==> images/clock_wires.png <==
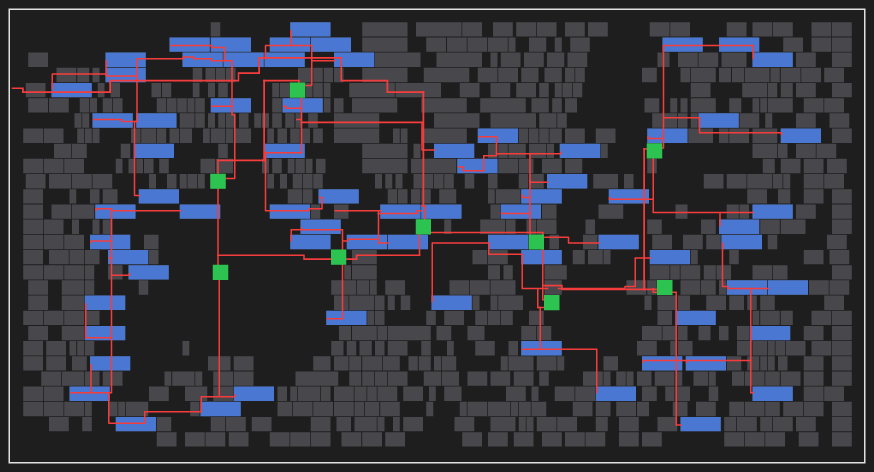
==> images/m4.png <==
Scale bar: 50 um.
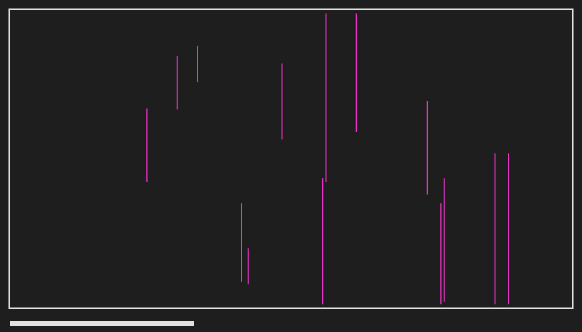
==> images/pinout.png <==
Pins as bars across the die edge, other pins in grey.
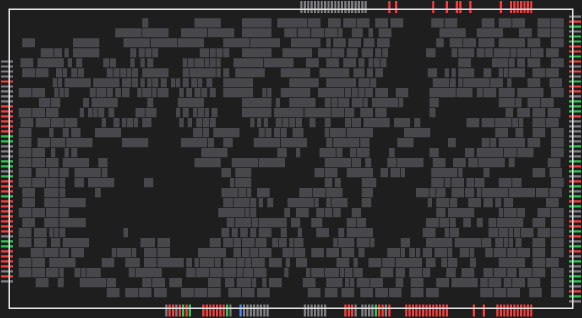
## config.mk

```make
export PLATFORM = sky130hd
export DESIGN_NAME = regfile_wb_arbiter
export DESIGN_NICKNAME = d
export VERILOG_FILES = /design/src/rtl/regfile_wb_arbiter.sv
export SDC_FILE = /design/constraint.sdc
export NUM_CORES = 1
export LEC_CHECK = 0
export CORE_AREA = 2 2 151 79
export CTS_BUF_LIST = sky130_fd_sc_hd__clkbuf_4
export DETAILED_ROUTE_END_ITERATION = 7
export DIE_AREA = 0 0 153 81
export HOLD_SLACK_MARGIN = 0.12
export PLACE_DENSITY = 0.82
export RECOVER_POWER = 100
export SLEW_MARGIN = 20
export SYNTH_ARGS = -nofsm -noshare
export SYNTH_HDL_FRONTEND = slang
export SYNTH_SLANG_ARGS = --single-unit
```

## constraint.sdc

```tcl
create_clock -name clk_i -period 4.3 [get_ports clk_i]
set_input_delay 0.43 -clock clk_i [delete_from_list [all_inputs] [get_ports clk_i]]
set_output_delay 0.43 -clock clk_i [all_outputs]
set_load 0.01 [all_outputs]
```

## src/rtl/regfile_wb_arbiter.sv

```systemverilog
// Round-robin arbitration of the writeback requesters onto the single register-file
// write port, with a pending-write scoreboard that decode uses to stall or forward.
module regfile_wb_arbiter #(
  parameter int NUM_REQ = 3,
  parameter int ADDR_W  = 5,
  parameter int DATA_W  = 32
) (
  input  logic                      clk_i,
  input  logic                      rst_i,
  input  logic                      wb_stall_i,
  input  logic [NUM_REQ-1:0]        req_valid,
  output logic [NUM_REQ-1:0]        req_ready,
  input  logic [NUM_REQ*ADDR_W-1:0] req_addr,
  input  logic [NUM_REQ*DATA_W-1:0] req_data,
  input  logic                      issue_valid,
  input  logic [ADDR_W-1:0]         issue_addr,
  input  logic [ADDR_W-1:0]         rs1_addr,
  input  logic [ADDR_W-1:0]         rs2_addr,
  output logic                      rs1_busy,
  output logic                      rs2_busy,
  output logic                      rs1_fwd,
  output logic                      rs2_fwd,
  output logic [DATA_W-1:0]         fwd_data,
  output logic                      rd_wren,
  output logic [ADDR_W-1:0]         rd_addr,
  output logic [DATA_W-1:0]         rd_data
);

  localparam int PTR_W    = (NUM_REQ > 1) ? $clog2(NUM_REQ) : 1;
  localparam int NUM_REGS = 1 << ADDR_W;

  logic [PTR_W-1:0]    rr_ptr_r;
  logic [PTR_W-1:0]    rr_ptr_nxt_s;
  logic [PTR_W-1:0]    gnt_idx_s;
  logic                gnt_s;
  logic [ADDR_W-1:0]   gnt_addr_s;
  logic [DATA_W-1:0]   gnt_data_s;
  logic [NUM_REGS-1:0] busy_r;
  logic                rd_wren_r;
  logic [ADDR_W-1:0]   rd_addr_r;
  logic [DATA_W-1:0]   rd_data_r;

  // Requester index base+offs modulo NUM_REQ; both operands are already below NUM_REQ.
  function automatic logic [PTR_W-1:0] wrap_add(input logic [PTR_W-1:0] base, input int offs);
    int sum;
    sum = 32'(base) + offs;
    if (sum >= NUM_REQ) begin
      sum = sum - NUM_REQ;
    end else begin
      sum = sum;
    end
    return PTR_W'(sum);
  endfunction

  // Round-robin search from rr_ptr_r; the first valid requester wins.
  always_comb begin
    gnt_s     = 1'b0;
    gnt_idx_s = '0;
    if (!wb_stall_i && !rst_i) begin
      for (int k = 0; k < NUM_REQ; k++) begin
        if (!gnt_s && req_valid[wrap_add(rr_ptr_r, k)]) begin
          gnt_s     = 1'b1;
          gnt_idx_s = wrap_add(rr_ptr_r, k);
        end else begin
          gnt_s = gnt_s;
        end
      end
    end else begin
      gnt_s = 1'b0;
    end
  end

  // Grant decode: one-hot ready, selected payload and the pointer after this grant.
  always_comb begin
    req_ready    = '0;
    gnt_addr_s   = req_addr[gnt_idx_s*ADDR_W +: ADDR_W];
    gnt_data_s   = req_data[gnt_idx_s*DATA_W +: DATA_W];
    rr_ptr_nxt_s = wrap_add(gnt_idx_s, 1);
    if (gnt_s) begin
      req_ready = NUM_REQ'(1) << gnt_idx_s;
    end else begin
      req_ready = '0;
    end
  end

  // Arbitration pointer and the registered write port; x0 writes complete but never enable.
  always_ff @(posedge clk_i) begin
    if (rst_i) begin
      rr_ptr_r  <= '0;
      rd_wren_r <= 1'b0;
      rd_addr_r <= '0;
      rd_data_r <= '0;
    end else if (gnt_s) begin
      rr_ptr_r  <= rr_ptr_nxt_s;
      rd_wren_r <= (gnt_addr_s != '0);
      rd_addr_r <= gnt_addr_s;
      rd_data_r <= gnt_data_s;
    end else begin
      rd_wren_r <= 1'b0;
    end
  end

  // Pending-write scoreboard; the set is written last so it beats a same-edge commit.
  always_ff @(posedge clk_i) begin
    if (rst_i) begin
      busy_r <= '0;
    end else begin
      if (rd_wren_r) begin
        busy_r[rd_addr_r] <= 1'b0;
      end
      if (issue_valid && (issue_addr != '0)) begin
        busy_r[issue_addr] <= 1'b1;
      end
    end
  end

  // Source lookup: a register being written this cycle forwards instead of stalling.
  always_comb begin
    rs1_fwd  = rd_wren_r && (rd_addr_r == rs1_addr) && (rs1_addr != '0);
    rs2_fwd  = rd_wren_r && (rd_addr_r == rs2_addr) && (rs2_addr != '0);
    rs1_busy = busy_r[rs1_addr] && !rs1_fwd;
    rs2_busy = busy_r[rs2_addr] && !rs2_fwd;
    fwd_data = rd_data_r;
    rd_wren  = rd_wren_r;
    rd_addr  = rd_addr_r;
    rd_data  = rd_data_r;
  end

endmodule

```

==> impl_metrics.xml <==
<?xml version="1.0" encoding="UTF-8"?>
<metrics>
  <group name="outcome">
    <metric name="outcome" unit="">finished, violations left</metric>
    <metric name="violations" unit="">max-capacitance violations, max-slew violations</metric>
  </group>
  <group name="power_and_ir_drop">
    <metric name="switching_share" unit="%">34.40</metric>
    <metric name="power.group.top" unit="">sequential cells</metric>
    <metric name="power_share_of_the_clock_group" unit="%">20.4</metric>
    <metric name="cellInternalPower" unit="mW">1.178</metric>
    <metric name="cellPowerDensity" unit="nW/um2">266.7</metric>
    <metric name="report.power.total" unit="mW">1.796</metric>
    <metric name="power_switching" unit="mW">0.6179</metric>
    <metric name="power_frac_comb" unit="%">35.9</metric>
  </group>
  <group name="final_timing">
    <metric name="setup_viol_count_final" unit="">0</metric>
    <metric name="worst-slew-pin-transition" unit="ns">1.956</metric>
    <metric name="slew_violations" unit="">45</metric>
    <metric name="setup_repair_after_global_routing_missed_its_margin" unit="">false</metric>
    <metric name="final_critical_path_setup_slack" unit="ns">0.4410</metric>
    <metric name="max_slew_margin" unit="%">-30.39</metric>
    <metric name="timing.final.hold_violations" unit="">0</metric>
    <metric name="timing.setup.tns" unit="ns">0</metric>
  </group>
  <group name="clock_network">
    <metric name="post-cts-setup-buffers" unit="">0</metric>
    <metric name="numClockSinks" unit="">72</metric>
    <metric name="worstSkewPairLatency" unit="ns">0.43</metric>
    <metric name="cts-buffers-inserted" unit="">9</metric>
    <metric name="cts_root_buffer" unit="">clkbuf_4</metric>
    <metric name="clockBufferDepth" unit="">2</metric>
    <metric name="hold_buffers" unit="">0</metric>
    <metric name="cts_tree" unit="">built</metric>
    <metric name="cts_htree_levels" unit="">3</metric>
  </group>
  <group name="flow_run">
    <metric name="openroad.warnings" unit="">30</metric>
    <metric name="drv_cap" unit="">1</metric>
  </group>
  <group name="routing">
    <metric name="wl_met1" unit="mm">6.692</metric>
    <metric name="avgViaCountPerCell" unit="">5.702</metric>
    <metric name="drt-initial-drc-count" unit="">415</metric>
    <metric name="route.met2.wl" unit="mm">6.964</metric>
    <metric name="top_signal_layer_used" unit="">met4</metric>
    <metric name="drt-pass1-iter-count" unit="">5</metric>
  </group>
  <group name="placed_design">
    <metric name="final_replace_weighted_congestion" unit="">0.8918</metric>
    <metric name="place.detailed.hpwl" unit="mm">11.81</metric>
    <metric name="post-place-ws" unit="ns">0.6927</metric>
  </group>
  <group name="yosys">
    <metric name="cell_with_the_most_instances_after_synthesis" unit="">dfxtp_1</metric>
    <metric name="synth_adder_area_share" unit="%">1.574</metric>
    <metric name="top_logic_kind" unit="">AND-OR/OR-AND gates</metric>
    <metric name="synth.mux.area_fraction" unit="%">13.98</metric>
    <metric name="synth.yosys.seq_area_share" unit="%">30.21</metric>
    <metric name="synth-async-reset-ratio" unit="%">0</metric>
    <metric name="post_synthesis_instance_total" unit="">549</metric>
    <metric name="yosys.area_share.xor_xnor" unit="%">1.469</metric>
    <metric name="ys_types" unit="">53</metric>
    <metric name="yosys_stat_cell_total" unit="">549</metric>
    <metric name="synth-edff-count" unit="">0</metric>
    <metric name="simple_gate_area_share" unit="%">18.67</metric>
    <metric name="synth-warning-count" unit="">0</metric>
    <metric name="post-synth-top-area-cell" unit="">dfxtp_1</metric>
    <metric name="postSynthNetCount" unit="">688</metric>
    <metric name="mappedNetlistArea" unit="um2">4771</metric>
  </group>
  <group name="setup_path">
    <metric name="path_depth" unit="">11</metric>
    <metric name="cp.buffers_inverters" unit="">4</metric>
    <metric name="setup.worst_path.class" unit="">reg -&gt; out</metric>
    <metric name="timing.critical_path.to_type" unit="">output pin</metric>
    <metric name="cp_data_arrival_time" unit="ns">3.43</metric>
    <metric name="worst_r2r_path_depth" unit="">9</metric>
    <metric name="worstPathRequired" unit="ns">3.87</metric>
    <metric name="critical_path.cell_chain" unit="">inv_1 -&gt; ha_1 -&gt; mux2i_1 -&gt; or4_4 -&gt; a31oi_4 -&gt; nand2_2 -&gt; inv_2 -&gt; ha_1 -&gt; inv_1 -&gt; nor2_1 -&gt; dlygate4sd3_1</metric>
    <metric name="worst_setup_path_start_kind" unit="">flop</metric>
    <metric name="worst_path_dominant_cell_family" unit="">buffers and inverters</metric>
    <metric name="crit-reg2reg-capture" unit="">rd_wren$_SDFF_PP0_</metric>
  </group>
  <group name="global_route">
    <metric name="grtUsageTotal" unit="%">25.09</metric>
    <metric name="via_count_of_the_first_global_routing_pass" unit="">4692</metric>
    <metric name="antenna_found_initial" unit="">0</metric>
    <metric name="globalRoute.totalOverflow" unit="">0</metric>
  </group>
  <group name="worst_hold_path">
    <metric name="timing.hold.worst.class" unit="">reg -&gt; reg</metric>
    <metric name="worstHoldEndpoint" unit="">fwd_data[13]$_SDFFE_PP0P_</metric>
  </group>
  <group name="floorplanning">
    <metric name="core_area" unit="um2">11320</metric>
    <metric name="die_h" unit="um">81</metric>
    <metric name="design.die.area" unit="um2">12390</metric>
    <metric name="io_pins" unit="">210</metric>
    <metric name="core.rowCount" unit="">28</metric>
  </group>
  <group name="final_layout">
    <metric name="post_route_cells_drive_above_1_share" unit="%">11.61</metric>
    <metric name="fin_nets" unit="">841</metric>
    <metric name="final_core_utilization" unit="%">59.51</metric>
    <metric name="syn_to_final_growth" unit="%">41.15</metric>
  </group>
</metrics>
## Picture notes: clock_wires.png
red -> clock wires  # length 1050 um
blue -> flip-flops  # count 72
green -> clock-net drivers  # count 9
flops lie = spread over the die
routed clock nets = 10

## Picture notes: m4.png
nets with wire on the layer = 12
main direction = vertical
wire length on this layer = 373 um
longest straight run = 45.6 um
share of all routed wire = 2.4%
Final Routed Wirelength: 15.57 mm
overall via count from detail_route: 4881

## Picture notes: pinout.png
blue -> `rst_i`  # pins 1, direction input, edge bottom
green -> `rd_data`  # pins 32, direction output, edge 20 right, 8 left, 4 bottom
red -> `req_data`  # pins 96, direction input, edge 43 bottom, 22 left, 16 right, 15 top

worst min-delay path, stage by stage (launching register included):
cell     delay, ns
dfxtp_1       0.33
nand3_1       0.06
o31ai_1       0.06
metal layers:
metal,global-route usage [%],up-vias
met5,0,-
met4,8.241,0
met3,6.030,30
met2,40.04,282
met1,33.90,2295
li1,-,2274
metrics by stage:
stage	area, um2	std cells
after floorplan	4771	549
after global placement	6650	841
after detailed placement	6650	841
after CTS	6755	856
after global routing	6734	856
final	6734	856
cells in the final DEF (no fill, tap or decap), types with 8 or more instances in the layout:
master             n
a211oi_1          13
dlygate4sd3_1     77
nor3_1             8
a22oi_1           12
clkbuf_4           9
clkdlybuf4s50_1  132
mux4_2            20
inv_1             11
nor2_1            36
nand3_1           31
a211oi_2          10
o31ai_2            8
o31ai_1           16
a21oi_1           49
mux2_2            12
o21ai_0           36
nor2b_1           28
nand2_1           48
dfxtp_1           72
worst max path at each step:
| stage | start | to | slack, ns |
|---|---|---|---|
| 2_1_floorplan | rr_ptr_r[0]$_SDFFE_PP0P_ | req_ready[1] | 1.60 |
| 3_3_place_gp | req_valid[0] | req_ready[1] | 0.82 |
| 3_5_place_dp | req_valid[0] | req_ready[1] | 0.69 |
| 4_1_cts | rr_ptr_r[0]$_SDFFE_PP0P_ | req_ready[1] | 0.46 |
| 5_1_grt | rr_ptr_r[0]$_SDFFE_PP0P_ | req_ready[1] | 0.21 |
| 6_report | rr_ptr_r[0]$_SDFFE_PP0P_ | req_ready[1] | 0.44 |
cell type report:
type	instances	area [um2]	share of cell area [%]
inverters	12	45.04	0.6689
repair buffers	216	2141	31.79
clock buffers	9	67.56	1.003
flip-flops and latches	72	1441	21.40
multi-input cells	391	2814	41.79
clock inverters	6	37.54	0.5574
well taps	150	187.7	2.787
